**config.mk**
```make
export PLATFORM = sky130hd
export DESIGN_NAME = hier_node_dispatch
export DESIGN_NICKNAME = d
export VERILOG_FILES = /design/src/rtl/hier_node_pkg.sv /design/src/rtl/hier_node_popcount.sv /design/src/rtl/hier_node_dispatch.sv
export SDC_FILE = /design/constraint.sdc
export NUM_CORES = 1
export LEC_CHECK = 0
export CAP_MARGIN = 20
export CORE_MARGIN = 2
export CORE_UTILIZATION = 25
export DETAILED_ROUTE_END_ITERATION = 16
export DONT_BUFFER_PORTS = 1
export MAX_ROUTING_LAYER = met4
export PLACE_DENSITY = 0.37
export SLEW_MARGIN = 40
export SYNTH_ARGS = -nofsm -noshare
export SYNTH_HDL_FRONTEND = slang
export SYNTH_SLANG_ARGS = --single-unit
```
**constraint.sdc**
```tcl
create_clock -name clk -period 4.5 [get_ports clk]
set_clock_uncertainty 0.15 [all_clocks]
set_input_delay 0.675 -clock clk [delete_from_list [all_inputs] [get_ports clk]]
set_output_delay 0.675 -clock clk [all_outputs]
set_load 0.01 [all_outputs]
```
**src/rtl/hier_node_pkg.sv**
```systemverilog
// Shared types and helpers for the hierarchy tree node: FSM encoding, dispatch
// mode constants and the width helpers used to size counters and pointers.
package hier_node_pkg;

    typedef enum logic [1:0] {
        IDLE  = 2'd0,
        ISSUE = 2'd1,
        WAIT  = 2'd2,
        ACK   = 2'd3
    } node_state_t;

    localparam logic MODE_RR    = 1'b0;
    localparam logic MODE_BCAST = 1'b1;

    // Bits needed to hold a count of 0..n inclusive.
    function automatic int cnt_w(input int n);
        return $clog2(n + 1);
    endfunction

    // Bits needed to index n items, never less than one.
    function automatic int idx_w(input int n);
        return (n > 1) ? $clog2(n) : 1;
    endfunction

endpackage

```
**src/rtl/hier_node_popcount.sv**
```systemverilog
// Combinational population count: number of set bits in an N-wide mask.
module hier_node_popcount
    import hier_node_pkg::*;
#(
    parameter int N = 5,
    localparam int CNT_W = cnt_w(N)
) (
    input  logic [N-1:0]     mask,
    output logic [CNT_W-1:0] count
);

    always_comb begin : popcount_sum
        count = '0;
        for (int i = 0; i < N; i++) begin
            count = count + CNT_W'(mask[i]);
        end
    end

endmodule

```
**src/rtl/hier_node_dispatch.sv**
```systemverilog
// Hierarchy tree node: takes one parent request, dispatches it to one child
// (round-robin) or all children (broadcast), and returns one aggregated ack.
module hier_node_dispatch
    import hier_node_pkg::*;
#(
    parameter int NUM_CHILDREN = 5,
    parameter int DATA_W       = 32,
    parameter int TIMEOUT_CYC  = 16,
    localparam int CNT_W       = cnt_w(NUM_CHILDREN)
) (
    input  logic                    clk,
    input  logic                    rst_n,
    input  logic                    mode,
    input  logic                    up_valid,
    output logic                    up_ready,
    input  logic [DATA_W-1:0]       up_data,
    output logic [NUM_CHILDREN-1:0] dn_valid,
    input  logic [NUM_CHILDREN-1:0] dn_ready,
    output logic [DATA_W-1:0]       dn_data,
    input  logic [NUM_CHILDREN-1:0] rsp_valid,
    output logic                    ack_valid,
    input  logic                    ack_ready,
    output logic [CNT_W-1:0]        ack_count,
    output logic                    ack_timeout,
    output logic                    busy
);

    localparam int PTR_W = idx_w(NUM_CHILDREN);
    localparam int TMR_W = idx_w(TIMEOUT_CYC);
    localparam logic [PTR_W-1:0] PTR_LAST = PTR_W'(NUM_CHILDREN - 1);
    localparam logic [TMR_W-1:0] TMR_LAST = TMR_W'(TIMEOUT_CYC - 1);

    node_state_t             state;
    node_state_t             state_nxt;
    logic [PTR_W-1:0]        rr_ptr;
    logic                    mode_q;
    logic [NUM_CHILDREN-1:0] expect_mask;
    logic [NUM_CHILDREN-1:0] pending;
    logic [NUM_CHILDREN-1:0] done_mask;
    logic [TMR_W-1:0]        timer;

    logic                    accept;
    logic                    ack_hs;
    logic [NUM_CHILDREN-1:0] rr_onehot;
    logic [NUM_CHILDREN-1:0] pending_clr;
    logic [NUM_CHILDREN-1:0] done_upd;
    logic                    all_done;
    logic [CNT_W-1:0]        done_count;

    assign accept = up_valid && up_ready;
    assign ack_hs = ack_valid && ack_ready;

    // Collection folds in this cycle's pulses so a final pulse and the
    // decision to acknowledge land in the same cycle.
    always_comb begin : mask_logic
        rr_onehot = '0;
        for (int i = 0; i < NUM_CHILDREN; i++) begin
            rr_onehot[i] = (rr_ptr == PTR_W'(i));
        end
        pending_clr = pending & ~dn_ready;
        done_upd    = done_mask | (rsp_valid & expect_mask);
        all_done    = (done_upd == expect_mask);
    end

    hier_node_popcount #(
        .N(NUM_CHILDREN)
    ) u_popcount (
        .mask  (done_mask),
        .count (done_count)
    );

    always_ff @(posedge clk or negedge rst_n) begin : state_reg
        if (!rst_n) begin
            state <= IDLE;
        end else begin
            state <= state_nxt;
        end
    end

    always_comb begin : next_state_logic
        state_nxt = state;
        case (state)
            IDLE: begin
                if (accept) begin
                    state_nxt = ISSUE;
                end
            end
            ISSUE: begin
                if (pending_clr == '0) begin
                    state_nxt = WAIT;
                end
            end
            WAIT: begin
                if (all_done || (timer == TMR_LAST)) begin
                    state_nxt = ACK;
                end
            end
            ACK: begin
                if (ack_hs) begin
                    state_nxt = IDLE;
                end
            end
            default: state_nxt = IDLE;
        endcase
    end

    always_comb begin : output_logic
        up_ready  = 1'b0;
        dn_valid  = '0;
        ack_valid = 1'b0;
        ack_count = '0;
        busy      = 1'b1;
        case (state)
            IDLE: begin
                up_ready = rst_n;
                busy     = 1'b0;
            end
            ISSUE:   dn_valid = pending;
            WAIT:    busy = 1'b1;
            ACK: begin
                ack_valid = 1'b1;
                ack_count = done_count;
            end
            default: busy = 1'b0;
        endcase
    end

    // The request's mode is latched at accept so later mode changes cannot
    // alter an in-flight dispatch or the round-robin advance.
    always_ff @(posedge clk or negedge rst_n) begin : datapath_regs
        if (!rst_n) begin
            rr_ptr      <= '0;
            mode_q      <= MODE_RR;
            dn_data     <= '0;
            expect_mask <= '0;
            pending     <= '0;
            done_mask   <= '0;
            timer       <= '0;
            ack_timeout <= 1'b0;
        end else begin
            case (state)
                IDLE: begin
                    if (accept) begin
                        dn_data     <= up_data;
                        mode_q      <= mode;
                        expect_mask <= (mode == MODE_BCAST) ? '1 : rr_onehot;
                        pending     <= (mode == MODE_BCAST) ? '1 : rr_onehot;
                        done_mask   <= '0;
                        timer       <= '0;
                    end
                end
                ISSUE: begin
                    pending   <= pending_clr;
                    done_mask <= done_upd;
                    timer     <= '0;
                end
                WAIT: begin
                    done_mask <= done_upd;
                    timer     <= timer + TMR_W'(1);
                    if (state_nxt == ACK) begin
                        ack_timeout <= !all_done;
                    end
                end
                ACK: begin
                    if (ack_hs) begin
                        ack_timeout <= 1'b0;
                        if (mode_q == MODE_RR) begin
                            rr_ptr <= (rr_ptr == PTR_LAST) ? '0 : rr_ptr + PTR_W'(1);
                        end
                    end
                end
                default: timer <= '0;
            endcase
        end
    end

endmodule

```
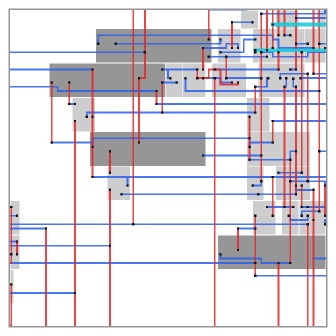
zoom.png
Region (42, 20) to (67, 45) um. Cells in grey, sequential cells in the stronger grey; small squares are vias.
legend:
  met1:
    colour: blue
  met3:
    colour: cyan
  met2:
    colour: red
cells with their middle in the window: 23
sequential cells in the window: 4
most frequent: a21oi_1 (5), inv_1 (4), dfrtp_1 (4)
netlist names of flops here include: expect_mask (3), done_mask (1)

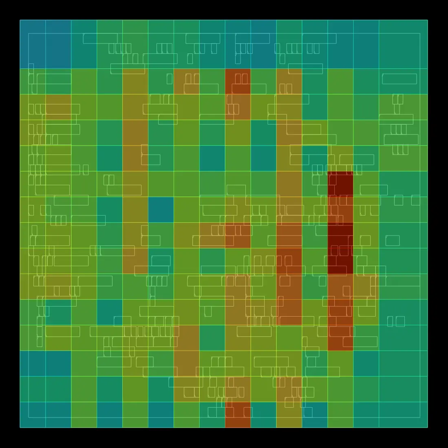
final_congestion.png
GRT Max-Usage Layer: met2
GR Util met1: 0.168
global-route usage over all layers: 0.128

==> results.sh <==
# flow metrics
export IMPL_status="finished clean"
export IMPL_hold_buffers=1
export IMPL_chipArea_um2=12000
export IMPL_cellInternalPower_mw=1.24
export IMPL_async_reset_ff_frac=1.00
export IMPL_path_common_cell="inv_1"
export IMPL_grt_pass1_wl_um=11100
export IMPL_swShare=0.416
export IMPL_area_leaders="dfrtp_1, nand2_1, ha_1, a21oi_1, inv_1"
export IMPL_drive_gt1_frac=0.0642
export IMPL_finalSetupViolCount=0
export IMPL_ys_top_cells_by_count="nand2_1, dfrtp_1, inv_1"
export IMPL_fmax_mhz=303
export IMPL_maxSlewViolCount=0
export IMPL_finalWirelength_um=7040
export IMPL_netlist_instances=320
export IMPL_comb_power_mw=0.671
export IMPL_antenna_found_initial=0
export IMPL_grt_max_degree=59
export IMPL_grt_overflow=0
export IMPL_fin_nets=383
export IMPL_cts_buffers=9
export IMPL_fin_ws_ns=1.20
export IMPL_p_leak_nw=1.53
export IMPL_place_ws_ns=1.55
export IMPL_dp_hpwl_um=4810
export IMPL_grt_pass1_vias=2129
export IMPL_final_area_um2=3150
export IMPL_pin_count=91
export IMPL_synth_area_per_cell_um2=8.73
export IMPL_dieHeight_um=110
export IMPL_hold_viol_final=0
export IMPL_critPathLaunchType="flip-flop"
export IMPL_synth_main_ff_cell="dfrtp_1"
export IMPL_critPathMaxFanout=5
export IMPL_r2r_end="ack_timeout"
export IMPL_ys_cells=320
export IMPL_core_area_um2=10900
export IMPL_yosysTopAreaCellShare=0.520
export IMPL_clockPowerShare=0.223
export IMPL_insertion_delay_ns=0.33
export IMPL_hp_class="in -> async"
export IMPL_htreeDepth=3
export IMPL_grt_setup_unrepaired="no"
export IMPL_required_ns=3.67
export IMPL_powerDensity_nw_per_um2=678
export IMPL_post_route_period_util=0.732
export IMPL_fillers=1154
export IMPL_cts_num_sinks=58
export IMPL_ys_warn_count=0
export IMPL_utilization=0.289
export IMPL_final_min_clock_period_ns=3.30
export IMPL_diodes=0
export IMPL_p_seq_mw=0.985
export IMPL_lay_top_cells="nand2_1, dfrtp_1, inv_1, a21oi_1"
export IMPL_wl_per_cell_um=15.1
export IMPL_power_group_top="sequential cells"
export IMPL_cts_root_buf="clkbuf_8"
export IMPL_layout_top_cell="nand2_1"
export IMPL_gp_congestion=0.725
export IMPL_synth_flops=58
export IMPL_crit_path_end="ack_count[1]"
export IMPL_post_cts_buffers=0
export IMPL_cpMaxStageDelayCell="fa_1"
export IMPL_path_clk_slew_ns=0.07
export IMPL_cpPeakStageDelay_ns=0.47
export IMPL_place_inst=450
export IMPL_placed_area_um2=2930
export IMPL_cp_startpoint="done_mask[0]"
export IMPL_largest_register="dn_data"
export IMPL_relSlewSlack=0.668
export IMPL_power_frac_seq=0.462
export IMPL_yosys_cell_count_top_type="nand2_1"
export IMPL_top_area_cell="dfrtp_1"
export IMPL_crit_chain="ha_1 -> inv_1 -> fa_1 -> inv_1 -> ha_1 -> inv_1 -> fa_1 -> nor2b_1"
export IMPL_via_per_inst=4.57
export IMPL_max_vdd_ir_drop_v=0.000171
export IMPL_worst_pin_slew_ns=0.498
export IMPL_reg2regPathDepth=8
export IMPL_largest_reg_flops=32
export IMPL_finalNonFillerCells=467
export IMPL_drv_cap=0
export IMPL_syn_area_um2=2790
export IMPL_warning_count=32
export IMPL_fp_util=0.256
export IMPL_ant_nets=0
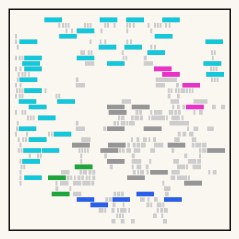
registers.png
Drawn at 2 px/um. Other sequential cells in the stronger grey, the rest of the logic in the fainter grey.
legend:
  pending:
    colour: blue
    placed_flops: 5
    where: bottom centre
  timer:
    colour: magenta
    placed_flops: 4
  dn_data:
    colour: cyan
    placed_flops: 32
  rr_ptr:
    colour: green
    placed_flops: 3
not coloured: 14

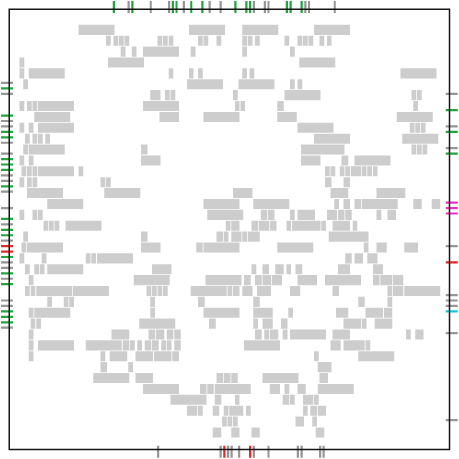
pins.png
Drawn at 4 px/um. Pins as bars across the die edge, other pins in grey.
legend:
  ack_count:
    colour: magenta
    pins: 3
    direction: output
    edge: right
  rsp_valid:
    colour: red
    pins: 5
    direction: input
    edge: 2 left, 2 bottom, 1 right
  busy:
    colour: cyan
    pins: 1
    direction: output
    edge: right
  up_data:
    colour: green
    pins: 32
    direction: input
    edge: 17 left, 12 top, 3 right

-- layout make-up --
class | instances | area [um^2] | area share
Inverter | 22 | 82.6 | 0.0263
Clock inverter | 6 | 57.6 | 0.0183
Clock buffer | 10 | 128 | 0.0406
Sequential cell | 58 | 1450 | 0.461
Timing Repair Buffer | 3 | 42.5 | 0.0135
Multi-Input combinational cell | 228 | 1210 | 0.384
Tap cell | 140 | 175 | 0.0557
-- logic make-up after synthesis --
kind of cell,Yosys count,synth area share
simple gates,158,0.241
fa+ha+maj,14,0.0681
flops,58,0.520
compound gates,56,0.124
buf+inv,34,0.0479
-- layer usage --
metal  share of wire  global-route usage  vias up
met3           0.075              0.0486       12
li1                -                   -     1049
met1            0.48               0.168      998
met5               0                   -        -
met4           0.018              0.0552        0
met2            0.42               0.175       77
